==> config.mk <==
export PLATFORM = sky130hd
export DESIGN_NAME = qdr_traffic_gen
export DESIGN_NICKNAME = d
export VERILOG_FILES = /design/src/rtl/qdr_traffic_gen.sv
export SDC_FILE = /design/constraint.sdc
export NUM_CORES = 1
export LEC_CHECK = 0
export ABC_AREA = 1
export CAP_MARGIN = 0
export CORE_MARGIN = 5
export CORE_UTILIZATION = 30
export DETAILED_ROUTE_END_ITERATION = 10
export RECOVER_POWER = 100
export SETUP_SLACK_MARGIN = 0.4
export SKIP_CTS_REPAIR_TIMING = 1
export SLEW_MARGIN = 20
export SYNTH_ARGS = -nofsm -noshare
export SYNTH_HDL_FRONTEND = slang
export SYNTH_SLANG_ARGS = --single-unit
export TNS_END_PERCENT = 10
==> constraint.sdc <==
create_clock -name sys_clk -period 2.9 [get_ports sys_clk]
set_clock_uncertainty 0.05 [all_clocks]
set_input_delay 0.87 -clock sys_clk [delete_from_list [all_inputs] [get_ports sys_clk]]
set_output_delay 0.87 -clock sys_clk [all_outputs]
set_load 0.02 [all_outputs]
==> src/rtl/qdr_traffic_gen.sv <==
// QDRII+ traffic generator/checker for MIG user port 0.
// Optional `QDR_TG_ERR_INJECT_EN adds inject_err (one-shot bit-0 flip on next write).
module qdr_traffic_gen #(
  parameter int DATA_WIDTH      = 36,
  parameter int ADDR_WIDTH      = 18,
  parameter int BW_WIDTH        = 4,
  parameter int BURST_LEN       = 4,
  parameter int MAX_OUTSTANDING = 16,
  parameter int TIMEOUT_CYC     = 4096,
  parameter int ERR_CNT_W       = 16
) (
  input  logic                            sys_clk,
  input  logic                            sys_rst_n,
  input  logic                            init_calib_complete,
  input  logic                            start,
  input  logic                            continuous,
  input  logic                            stop,
  input  logic [1:0]                      mode,
  input  logic [ADDR_WIDTH-1:0]           base_addr,
  input  logic [ADDR_WIDTH-1:0]           num_words,
`ifdef QDR_TG_ERR_INJECT_EN
  input  logic                            inject_err,
`endif
  output logic                            app_wr_cmd0,
  output logic [ADDR_WIDTH-1:0]           app_wr_addr0,
  output logic [DATA_WIDTH*BURST_LEN-1:0] app_wr_data0,
  output logic [BW_WIDTH*BURST_LEN-1:0]   app_wr_bw_n0,
  output logic                            app_rd_cmd0,
  output logic [ADDR_WIDTH-1:0]           app_rd_addr0,
  input  logic                            app_rd_valid0,
  input  logic [DATA_WIDTH*BURST_LEN-1:0] app_rd_data0,
  output logic                            busy,
  output logic                            done,
  output logic                            tg_compare_error,
  output logic                            timeout,
  output logic [ERR_CNT_W-1:0]            err_cnt,
  output logic [ADDR_WIDTH-1:0]           first_err_addr,
  output logic [15:0]                     pass_cnt
);

  localparam int APP_W = DATA_WIDTH * BURST_LEN;
  localparam int PW    = $clog2(APP_W);
  localparam int OW    = $clog2(MAX_OUTSTANDING + 1);
  localparam int TW    = $clog2(TIMEOUT_CYC + 1);

  localparam logic [2:0] S_IDLE  = 3'd0;
  localparam logic [2:0] S_WRITE = 3'd1;
  localparam logic [2:0] S_READ  = 3'd2;
  localparam logic [2:0] S_WAIT  = 3'd3;
  localparam logic [2:0] S_DONE  = 3'd4;

  localparam logic [31:0] SEED = 32'hACE1_0001;

  logic [2:0]            state;
  logic [1:0]            mode_q;
  logic [ADDR_WIDTH-1:0] base_q;
  logic [ADDR_WIDTH-1:0] last_q;
  logic                  cont_q;
  logic                  stop_q;
  logic [ADDR_WIDTH-1:0] wr_idx;
  logic [ADDR_WIDTH-1:0] rd_idx;
  logic [ADDR_WIDTH-1:0] ck_idx;
  logic [31:0]           wr_lfsr;
  logic [31:0]           ck_lfsr;
  logic [PW-1:0]         wr_pos;
  logic [PW-1:0]         ck_pos;
  logic [OW-1:0]         outst;
  logic [TW-1:0]         to_cnt;

  function automatic logic [APP_W-1:0] rep32(
    input logic [31:0] s
  );
    logic [APP_W-1:0] w;
    for (int b = 0; b < APP_W; b++) w[b] = s[b % 32];
    return w;
  endfunction

  function automatic logic [APP_W-1:0] pat(
    input logic [1:0]            m,
    input logic [ADDR_WIDTH-1:0] i,
    input logic [31:0]           lf,
    input logic [PW-1:0]         pos
  );
    logic [APP_W-1:0] w;
    w = '0;
    unique case (m)
      2'd0:    w = rep32(32'(i));
      2'd1:    w[pos] = 1'b1;
      2'd2:    w = rep32(lf);
      default: w = {APP_W{i[0]}};
    endcase
    return w;
  endfunction

  function automatic logic [31:0] lfsr_nx(input logic [31:0] s);
    return {s[30:0], s[31] ^ s[21] ^ s[1] ^ s[0]};
  endfunction

  function automatic logic [PW-1:0] pos_nx(input logic [PW-1:0] p);
    return (p == PW'(APP_W - 1)) ? '0 : p + PW'(1);
  endfunction

  logic             in_rd;
  logic             rd_acc;
  logic             dec;
  logic             rd_ok;
  logic             mism;
  logic             to_hit;
  logic             calib_lost;
  logic             inj_flip;
  logic [APP_W-1:0] wr_word;
  logic [APP_W-1:0] ck_word;

  assign in_rd      = (state == S_READ) || (state == S_WAIT);
  assign rd_acc     = in_rd && app_rd_valid0;
  assign dec        = rd_acc && ((outst != '0) || app_rd_cmd0);
  assign rd_ok      = ({1'b0, outst} + {{OW{1'b0}}, app_rd_cmd0})
                      < (OW+1)'(MAX_OUTSTANDING);
  assign wr_word    = pat(mode_q, wr_idx, wr_lfsr, wr_pos);
  assign ck_word    = pat(mode_q, ck_idx, ck_lfsr, ck_pos);
  assign mism       = rd_acc && (app_rd_data0 != ck_word);
  assign to_hit     = in_rd && (outst != '0) && !app_rd_valid0
                      && (to_cnt == TW'(TIMEOUT_CYC - 1));
  assign busy       = (state != S_IDLE) && (state != S_DONE);
  assign done       = (state == S_DONE);
  assign calib_lost = busy && !init_calib_complete;
  assign app_wr_bw_n0 = '0;

`ifdef QDR_TG_ERR_INJECT_EN
  logic inj_armed;
  assign inj_flip = inj_armed && (state == S_WRITE);
  always_ff @(posedge sys_clk) begin
    if (!sys_rst_n)   inj_armed <= 1'b0;
    else if (inj_flip) inj_armed <= inject_err;
    else if (inject_err) inj_armed <= 1'b1;
  end
`else
  assign inj_flip = 1'b0;
`endif

  always_ff @(posedge sys_clk) begin
    if (!sys_rst_n) begin
      state            <= S_IDLE;
      mode_q           <= '0;
      base_q           <= '0;
      last_q           <= '0;
      cont_q           <= 1'b0;
      stop_q           <= 1'b0;
      wr_idx           <= '0;
      rd_idx           <= '0;
      ck_idx           <= '0;
      wr_lfsr          <= SEED;
      ck_lfsr          <= SEED;
      wr_pos           <= '0;
      ck_pos           <= '0;
      outst            <= '0;
      to_cnt           <= '0;
      app_wr_cmd0      <= 1'b0;
      app_wr_addr0     <= '0;
      app_wr_data0     <= '0;
      app_rd_cmd0      <= 1'b0;
      app_rd_addr0     <= '0;
      tg_compare_error <= 1'b0;
      timeout          <= 1'b0;
      err_cnt          <= '0;
      first_err_addr   <= '0;
      pass_cnt         <= '0;
    end else begin
      app_wr_cmd0 <= 1'b0;
      app_rd_cmd0 <= 1'b0;
      if (busy && stop) stop_q <= 1'b1;

      if (app_rd_cmd0 && !dec)      outst <= outst + OW'(1);
      else if (dec && !app_rd_cmd0) outst <= outst - OW'(1);

      if (in_rd && (outst != '0) && !app_rd_valid0)
        to_cnt <= to_cnt + TW'(1);
      else
        to_cnt <= '0;

      if (rd_acc) begin
        ck_idx  <= ck_idx + ADDR_WIDTH'(1);
        ck_lfsr <= lfsr_nx(ck_lfsr);
        ck_pos  <= pos_nx(ck_pos);
      end
      if (mism) begin
        tg_compare_error <= 1'b1;
        if (err_cnt != '1) err_cnt <= err_cnt + ERR_CNT_W'(1);
        if (!tg_compare_error) first_err_addr <= base_q + ck_idx;
      end

      case (state)
        S_IDLE, S_DONE: begin
          if (start && init_calib_complete) begin
            state            <= S_WRITE;
            mode_q           <= mode;
            base_q           <= base_addr;
            last_q           <= (num_words == '0) ? '0
                                : num_words - ADDR_WIDTH'(1);
            cont_q           <= continuous;
            stop_q           <= 1'b0;
            wr_idx           <= '0;
            rd_idx           <= '0;
            ck_idx           <= '0;
            wr_lfsr          <= SEED;
            ck_lfsr          <= SEED;
            wr_pos           <= '0;
            ck_pos           <= '0;
            tg_compare_error <= 1'b0;
            timeout          <= 1'b0;
            err_cnt          <= '0;
            first_err_addr   <= '0;
            pass_cnt         <= '0;
          end
        end
        S_WRITE: begin
          app_wr_cmd0  <= 1'b1;
          app_wr_addr0 <= base_q + wr_idx;
          app_wr_data0 <= wr_word ^ {{(APP_W-1){1'b0}}, inj_flip};
          wr_idx       <= wr_idx + ADDR_WIDTH'(1);
          wr_lfsr      <= lfsr_nx(wr_lfsr);
          wr_pos       <= pos_nx(wr_pos);
          if (wr_idx == last_q) state <= S_READ;
        end
        S_READ: begin
          if (rd_ok) begin
            app_rd_cmd0  <= 1'b1;
            app_rd_addr0 <= base_q + rd_idx;
            rd_idx       <= rd_idx + ADDR_WIDTH'(1);
            if (rd_idx == last_q) state <= S_WAIT;
          end
        end
        S_WAIT: begin
          if ((outst == '0) && !app_rd_cmd0) begin
            pass_cnt <= pass_cnt + 16'd1;
            stop_q   <= 1'b0;
            wr_idx   <= '0;
            rd_idx   <= '0;
            ck_idx   <= '0;
            wr_lfsr  <= SEED;
            ck_lfsr  <= SEED;
            wr_pos   <= '0;
            ck_pos   <= '0;
            if (cont_q && !stop_q && !stop) state <= S_WRITE;
            else                            state <= S_DONE;
          end
        end
        default: state <= S_IDLE;
      endcase

      // Abort paths drop whatever is in flight; late returns are ignored in DONE.
      if (to_hit || calib_lost) begin
        timeout     <= 1'b1;
        state       <= S_DONE;
        outst       <= '0;
        to_cnt      <= '0;
        app_wr_cmd0 <= 1'b0;
        app_rd_cmd0 <= 1'b0;
      end
    end
  end

endmodule
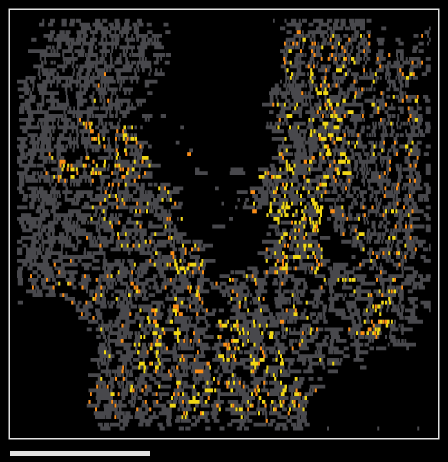
**Above:** selected gate families.
Scale bar: 100 um.
family	color	cells
inverters	orange	423
NOR gates	yellow	529

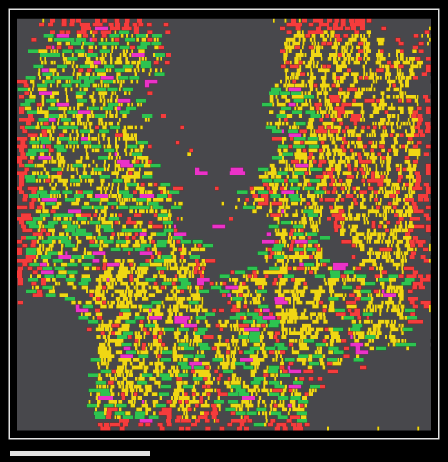
**Above:** placed cells, one color a class.
Scale bar: 100 um. Fill, decap, tap and diode cells in gray.
class	color	cells
clock drivers and dummy loads	magenta	94
other buffers and delay cells	red	800
all other logic	yellow	3479
flops	green	429

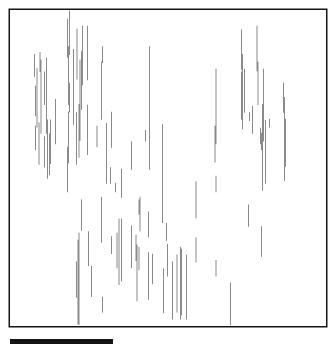
**Above:** signal wires on met4.
Scale bar: 100 um.
share of all routed wire	3.8%
longest straight run	119 um
nets with wire on the layer	73
final WL: 108000 um
routed via count: 29400

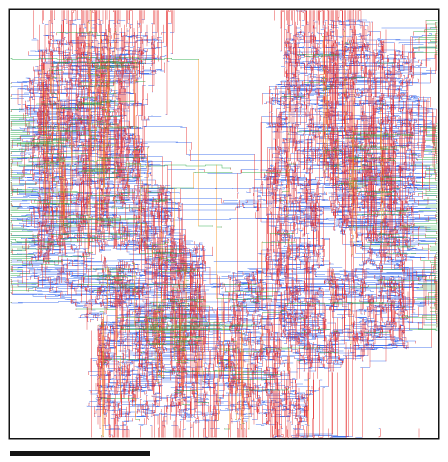
**Above:** wiring by layer.
Scale bar: 100 um.
layer	color	wire length
met4	orange	4090 um
met1	blue	46.7 mm
met2	red	50.1 mm
met3	green	7210 um

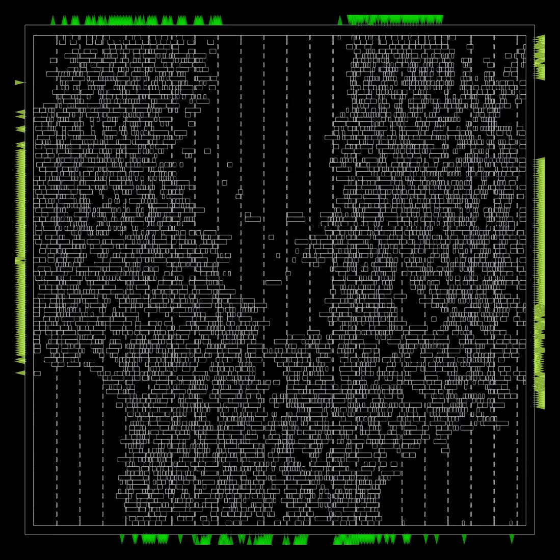
**Above:** cell placement.
seq_cells: 429
tap cell count: 1155
Placeable Area: 86800 um^2
Final Util: 0.423

==> flow_metrics.env <==
# source this file to load flow results
export IMPL_status="complete, no violations"
export IMPL_die_h_um=305
export IMPL_yosysTopAreaCell="dfxtp_1"
export IMPL_avgSynthCellArea_um2=6.43
export IMPL_antenna_cells=0
export IMPL_drt_iter0_markers=2426
export IMPL_synth_adder_area_share=0.0360
export IMPL_slew_viol_final=0
export IMPL_topCombFamilyByArea="simple AND/OR/NAND/NOR gates"
export IMPL_clock_latency_ns=0.63
export IMPL_hpwl_um=82300
export IMPL_gp_routability_congestion=0.964
export IMPL_drive_gt1_frac=0.135
export IMPL_track_usage=0.216
export IMPL_fin_tns_setup_ns=0
export IMPL_max_freq_mhz=346
export IMPL_yosys_area_share_simple=0.322
export IMPL_die_area_um2=93300
export IMPL_syn_area_um2=26200
export IMPL_r2r_cells=10
export IMPL_holdWs_ns=0.412
export IMPL_ir_worst_vdd_mv=0.485
export IMPL_dp_cells=5833
export IMPL_die_x_um=305
export IMPL_ff_latch_area_um2=8610
export IMPL_crit_type="reg2reg"
export IMPL_mi_logic_area_um2=15800
export IMPL_place_ws_ns=-0.347
export IMPL_synth_cells=4073
export IMPL_io_buffers=424
export IMPL_initial_utilization=0.302
export IMPL_fillers=9003
export IMPL_synth_top_cell_by_count="nand2_1"
export IMPL_top_cell_area_share=0.328
export IMPL_cts_sinks=429
export IMPL_grt_overflow=0
export IMPL_synth_warnings=0
export IMPL_max_slew_margin=0.262
export IMPL_hold_path_class="reg2reg"
export IMPL_cts_root_buf="clkbuf_16"
export IMPL_p_per_area_nw_per_um2=544
export IMPL_max_cap_violations=0
export IMPL_min_period_ns=2.89
export IMPL_synth_cellmix_xorXnorShare=0.0428
export IMPL_path_clk_slew_ns=0.06
export IMPL_ys_area_um2=26200
export IMPL_instances_no_fill=5957
export IMPL_fp_row_count=108
export IMPL_nets=5023
export IMPL_ys_top_cells_by_count="nand2_1, dfxtp_1, inv_1"
export IMPL_warnings=40
export IMPL_hold_path_depth=2
export IMPL_ys_cells=4073
export IMPL_grt_pass1_vias=27300
export IMPL_synth_seq_share=0.328
export IMPL_hold_viol=0
export IMPL_synthTopCellsByArea="dfxtp_1, nand2_1, a21oi_1, inv_1, nor2_1"
export IMPL_areaGrowthSynthToFinish_pct=40.2
export IMPL_numSynthFlops=429
export IMPL_wl_per_cell_um=18.2
export IMPL_setup_viol=0
export IMPL_cp_arrival_ns=3.32
export IMPL_final_antenna_net_count=0
export IMPL_grt_pass1_wl_um=160000
export IMPL_yosysUniqueCellTypes=51
## placed cells by master, fill, tap and decap left out, types with 27 or more instances in the layout
| master | synthesis | routed |
|---|---|---|
| nor2_1 | 404 | 379 |
| inv_1 | 405 | 394 |
| nand2_1 | 1145 | 1119 |
| nor3_1 | 65 | 62 |
| dfxtp_1 | 429 | 422 |
| clkbuf_16 | 0 | 53 |
| o21ai_0 | 302 | 293 |
| clkdlybuf4s50_1 | 0 | 419 |
| xor2_1 | 97 | 96 |
| buf_4 | 19 | 316 |
| o21bai_1 | 27 | 27 |
| nand4_1 | 39 | 39 |
| buf_12 | 0 | 28 |
| nor2_2 | 27 | 39 |
| ha_1 | 69 | 62 |
| xnor2_1 | 31 | 31 |
| nand3_1 | 210 | 196 |
| nand3b_1 | 56 | 56 |
| a21oi_1 | 351 | 339 |
| a211oi_1 | 33 | 33 |
## layer usage
| layer | up-vias | GRT usage | share of wire | routed length, um |
|---|---|---|---|---|
| met2 | 1010 | 0.357 | 0.46 | 50100 |
| met5 | - | 0 | 0 | 0 |
| met4 | 0 | 0.0768 | 0.038 | 4090 |
| met1 | 13600 | 0.282 | 0.43 | 46700 |
| li1 | 14600 | - | - | - |
| met3 | 206 | 0.0404 | 0.067 | 7210 |
## state kept, by name, summed over array words and instances, names as in the netlist, 18 cells and up
signal / cells
app_rd_addr0: 18
rd_idx: 18
ck_idx: 18
wr_lfsr: 32
ck_lfsr: 32
first_err_addr: 18
app_wr_data0: 144
wr_idx: 18
base_q: 18
last_q: 18
app_wr_addr0: 18
## layout make-up
cell class	count	area share
clock buffers	71	0.0398
clock inverters	23	0.00705
repair buffers	800	0.205
well taps	1155	0.0394
multi-input cells	3056	0.430
inverters	423	0.0444
flip-flops and latches	429	0.234
## stage by stage
stage	util	power, W	area (um^2)
2_1_floorplan	-	0.0105	26300
3_3_place_gp	0.393	0.0133	34100
3_5_place_dp	0.393	0.0133	34100
4_1_cts	0.413	0.0200	35800
5_1_grt	0.423	0.0210	36700
6_report	0.423	0.0200	36700
## worst paths after layout
path	from	end	slack [ns]
worst min register to register	app_wr_data0[81]$_SDFFE_PN0P_	app_wr_data0[81]$_SDFFE_PN0P_	0.41
worst max-delay path	mode_q[0]$_SDFFE_PN0P_	app_wr_data0[16]$_SDFFE_PN0P_	0.01
worst min-delay path	app_wr_data0[81]$_SDFFE_PN0P_	app_wr_data0[81]$_SDFFE_PN0P_	0.41
worst max register to register	mode_q[0]$_SDFFE_PN0P_	app_wr_data0[16]$_SDFFE_PN0P_	0.01
## critical path, stage by stage (launching register included)
cell and delay, ns:
dfxtp_4 0.42, buf_8 0.15, buf_12 0.11, nor2_4 0.05
buf_4 0.14, buf_4 0.13, buf_4 0.22, a221oi_1 0.94
o21ai_0 0.31, nand2_1 0.14, a21oi_1 0.07
## power breakdown
group	internal (W)	switching (W)	total (W)	leakage, nW
logic	0.00246	0.00392	0.00637	11.1
registers	0.00653	0.000529	0.00706	3.48
clock network	0.00374	0.00281	0.00656	0.836
total	0.0127	0.00726	0.0200	15.4
Power is estimated from default activity; no workload was simulated.
